### src/rtl/bcd_disp_pkg.sv
// Shared types, 7-segment constants and helpers for the binary-to-BCD display path.
package bcd_disp_pkg;

   typedef enum logic [1:0] {IDLE, SHIFT, FINISH} conv_state_t;

   // Segment order {a,b,c,d,e,f,g}, active-low
   localparam logic [6:0] SEG_BLANK = 7'b1111111;
   localparam logic [6:0] SEG_DASH  = 7'b1111110;
   localparam logic [6:0] SEG_DIGIT [0:9] = '{
      7'b0000001, 7'b1001111, 7'b0010010, 7'b0000110, 7'b1001100,
      7'b0100100, 7'b0100000, 7'b0001111, 7'b0000000, 7'b0000100
   };

   function automatic logic [3:0] add3_nibble(input logic [3:0] n);
      return (n >= 4'd5) ? n + 4'd3 : n;
   endfunction

   function automatic longint unsigned pow10(input int unsigned n);
      longint unsigned r;
      r = 1;
      for (int unsigned i = 0; i < n; i++) r = r * 10;
      return r;
   endfunction

endpackage

### src/rtl/bcd_to_seg7.sv
// One BCD digit to an active-low 7-segment pattern; non-decimal nibbles show blank.
module bcd_to_seg7
   import bcd_disp_pkg::*;
(
   input  logic [3:0] digit,
   input  logic       blank,
   output logic [6:0] seg_c
);

   always_comb begin
      seg_c = SEG_BLANK;
      if (!blank && digit <= 4'd9) seg_c = SEG_DIGIT[digit];
   end

endmodule

### src/rtl/bin_bcd_display.sv
// Sequential double-dabble converter (one bit per clock) feeding DIGITS 7-segment displays,
// with start/done handshake, leading-zero blanking and overflow dashes.
module bin_bcd_display
   import bcd_disp_pkg::*;
#(
   parameter int unsigned BIN_W    = 8,
   parameter int unsigned DIGITS   = 3,
   parameter int unsigned BLANK_LZ = 1
) (
   input  logic                  clk,
   input  logic                  rst_n,
   input  logic                  start,
   input  logic [BIN_W-1:0]      bin_in,
   output logic                  busy,
   output logic                  done,
   output logic                  ovf,
   output logic [4*DIGITS-1:0]   bcd_out,
   output logic [7*DIGITS-1:0]   seg_out
);

   localparam int unsigned     SCR_W   = 4 * DIGITS;
   localparam int unsigned     SEG_W   = 7 * DIGITS;
   localparam int unsigned     CNT_W   = $clog2(BIN_W + 1);
   localparam longint unsigned MAX_VAL = pow10(DIGITS) - 1;

   conv_state_t       state, state_next;
   logic [BIN_W-1:0]  shreg;
   logic [SCR_W-1:0]  scratch;
   logic [SCR_W-1:0]  scratch_adj_c;
   logic [CNT_W-1:0]  cnt;
   logic              ovf_pend;
   logic              load_c, shift_c, finish_c;
   logic              seen_c;
   logic [DIGITS-1:0] blank_c;
   logic [SEG_W-1:0]  seg_c;

   always_ff @(posedge clk or negedge rst_n) begin
      if (!rst_n) state <= IDLE;
      else        state <= state_next;
   end

   always_comb begin
      state_next = state;
      load_c     = 1'b0;
      shift_c    = 1'b0;
      finish_c   = 1'b0;
      case (state)
         IDLE: begin
            if (start) begin
               load_c     = 1'b1;
               state_next = SHIFT;
            end
         end
         SHIFT: begin
            shift_c = 1'b1;
            if (cnt == CNT_W'(1)) state_next = FINISH;
         end
         FINISH: begin
            finish_c   = 1'b1;
            state_next = IDLE;
         end
         default: state_next = IDLE;
      endcase
   end

   // Add-3 correction on every nibble before the shift
   always_comb begin
      scratch_adj_c = '0;
      for (int unsigned k = 0; k < DIGITS; k++)
         scratch_adj_c[4*k +: 4] = add3_nibble(scratch[4*k +: 4]);
   end

   // Blank digits above the most-significant nonzero one; units digit always shown
   always_comb begin
      seen_c  = 1'b0;
      blank_c = '0;
      for (int k = int'(DIGITS) - 1; k >= 0; k--) begin
         if (scratch[4*k +: 4] != 4'd0) seen_c = 1'b1;
         blank_c[k] = (BLANK_LZ != 0) && !seen_c && (k != 0);
      end
   end

   for (genvar g = 0; g < DIGITS; g++) begin : g_seg
      bcd_to_seg7 u_seg (
         .digit (scratch[4*g +: 4]),
         .blank (blank_c[g]),
         .seg_c (seg_c[7*g +: 7])
      );
   end

   always_ff @(posedge clk or negedge rst_n) begin
      if (!rst_n) begin
         shreg    <= '0;
         scratch  <= '0;
         cnt      <= '0;
         ovf_pend <= 1'b0;
         busy     <= 1'b0;
         done     <= 1'b0;
         ovf      <= 1'b0;
         bcd_out  <= '0;
         seg_out  <= '1;
      end else begin
         done <= finish_c;
         if (load_c) begin
            shreg    <= bin_in;
            scratch  <= '0;
            cnt      <= CNT_W'(BIN_W);
            ovf_pend <= (64'(bin_in) > MAX_VAL);
            busy     <= 1'b1;
         end
         if (shift_c) begin
            scratch <= {scratch_adj_c[SCR_W-2:0], shreg[BIN_W-1]};
            shreg   <= shreg << 1;
            cnt     <= cnt - CNT_W'(1);
         end
         if (finish_c) begin
            busy    <= 1'b0;
            bcd_out <= scratch;
            ovf     <= ovf_pend;
            seg_out <= ovf_pend ? {DIGITS{SEG_DASH}} : seg_c;
         end
      end
   end

endmodule
### config.mk
export PLATFORM = sky130hd
export DESIGN_NAME = bin_bcd_display
export DESIGN_NICKNAME = d
export VERILOG_FILES = /design/src/rtl/bcd_disp_pkg.sv /design/src/rtl/bcd_to_seg7.sv /design/src/rtl/bin_bcd_display.sv
export SDC_FILE = /design/constraint.sdc
export NUM_CORES = 1
export LEC_CHECK = 0
export ABC_CLOCK_PERIOD_IN_PS = 2150
export CORE_UTILIZATION = 33
export CTS_CLUSTER_SIZE = 20
export DETAILED_ROUTE_END_ITERATION = 10
export HOLD_SLACK_MARGIN = 0.15
export PLACE_DENSITY = 0.62
export SLEW_MARGIN = 20
export SYNTH_ARGS = -nofsm -noshare
export SYNTH_HDL_FRONTEND = slang
export SYNTH_SLANG_ARGS = --single-unit
### constraint.sdc
create_clock -name clk -period 2.15 [get_ports clk]
set_input_delay 0.43 -clock clk [delete_from_list [all_inputs] [get_ports clk]]
set_output_delay 0.43 -clock clk [all_outputs]
set_load 0.03 [all_outputs]
==> out/summary.log <==
INFO  status         outcome=completed
INFO  place          gpl.final_weighted_congestion=0.737
INFO  cts            numClockSinks=61
INFO  final_layout   n_antenna_cell=0
INFO  critical_path  worstReg2RegEnd=seg_out[17]$_DFFE_PN1P_
INFO  timing         worst_hold_slack=0.459ns
INFO  run            log.warning_count=39
INFO  global_route   globalRoute.busiestLayer=met2
INFO  place          place_area=3710squm
INFO  cts            setup_bufs_post_cts=0
INFO  global_route   antenna_found_initial=0
INFO  timing         grt_setup_unrepaired=false
INFO  critical_path  timing.reg2reg.setup_slack=0.41ns
INFO  global_route   wire_length_of_the_first_global_routing_pass=11.8mm
INFO  pwr            leakage=1.70nW
INFO  synthesis      synthesized_instance_count=315
INFO  die            top_level_ports=47
INFO  timing         tightest_slew=0.582ns
INFO  place          detailedPlacementHpwl=4.67mm
INFO  timing         finalSetupViolations=0
INFO  critical_path  critical_path_end=seg_out[8]
INFO  pwr            power-per-cell-area=1650nW/um^2
INFO  synthesis      ys.warnings.count=0
INFO  die            die_w=100microns
INFO  worst_hold_path hold_depth=2
INFO  timing         finalHoldViolations=0
INFO  global_route   grt_max_degree=38
INFO  drt            drt_pass1_iterations=4
INFO  timing         crit_path_time_final=1.97ns
INFO  final_layout   lay_top_cells=44 x nand2_1, 44 x clkdlybuf4s50_1, 40 x dfrtp_1
INFO  critical_path  setup.worst_path.class=register to primary output
INFO  critical_path  path_cells=clkdlybuf4s50_1
INFO  global_route   grtUsageMet3=0.0362
INFO  cts            cts_max_level=3
INFO  cts            clk_pin_slew_worst_paths=0.07ns
INFO  drt            route.vias.total=2434
INFO  critical_path  critical_path.n_buffers_inverters=1
INFO  die            floorplan.die.height=100microns
INFO  synthesis      ff_type=dfrtp_1
INFO  critical_path  required=1.72ns
INFO  global_route   grt_use_total=0.150
INFO  synthesis      synth.top_cells.by_count=44 x nand2_1, 40 x dfrtp_1, 25 x nor2_1
INFO  final_layout   final_net_count=388
INFO  run            drv_cap=0
INFO  final_layout   post_route_cell_area=3950squm
INFO  synthesis      ys_types=51
INFO  cts            clkLatencyLatePin=0.33ns
INFO  synthesis      yosysChipArea=3170squm
INFO  final_layout   layout-area-overhead-vs-synth=24.4%
INFO  die            std_cell_rows=35
==> flip-flops by register name, summed over array words and instances, names as in the netlist <==
signal   count
bcd_out     12
busy         1
cnt          4
done         1
scratch     12
seg_out     21
shreg        8
state        2
==> report_power, final <==
| part | leakage [nW] | internal [mW] | switching, mW | total (mW) |
|---|---|---|---|---|
| logic | 0.850 | 1.35 | 1.81 | 3.17 |
| clock network | 0.116 | 0.713 | 0.445 | 1.16 |
| registers | 0.731 | 1.75 | 0.438 | 2.18 |
==> layout make-up <==
type / count / area, sq um
clock inverter: 4 / 70.1
multi-input combinational: 220 / 1440
clock buffer: 12 / 155
tap: 129 / 161
timing repair buffer: 52 / 513
fill: 927 / 5340
inverter: 16 / 60.1
sequential: 61 / 1550
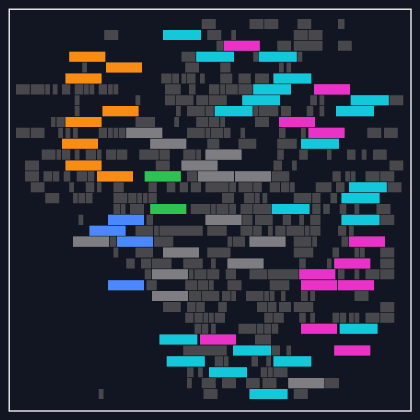
**Above:** sequential cells grouped by signal name.
(4 px per micron) Other sequential cells in the stronger gray, the rest of the logic in the fainter gray.
Cyan marks seg_out, flops 21. Orange marks shreg, flops 8, where upper left. Green marks state, flops 2. Blue marks cnt, flops 4. Magenta marks bcd_out, flops 12.

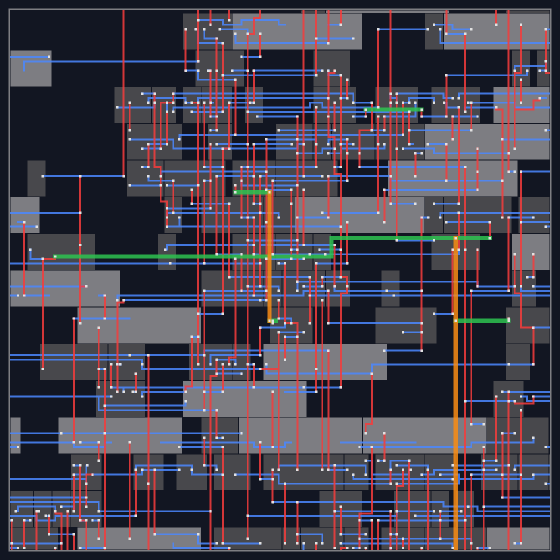
**Above:** zoomed window.
Region (30, 50) to (70, 90) microns. Cells in gray, sequential cells in the stronger gray; small squares are vias.
Blue marks met1. Orange marks met4. Green marks met3. Red marks met2.
93 logic cells have their middle in the window. Sequential cells in the window: 13. Most frequent: nand2_1 (9), dfrtp_1 (8), ha_1 (7). Netlist names of flops here include scratch (6), seg_out (5), state (2).

Power figures rest on the tool's default switching activity, not on a simulated workload.
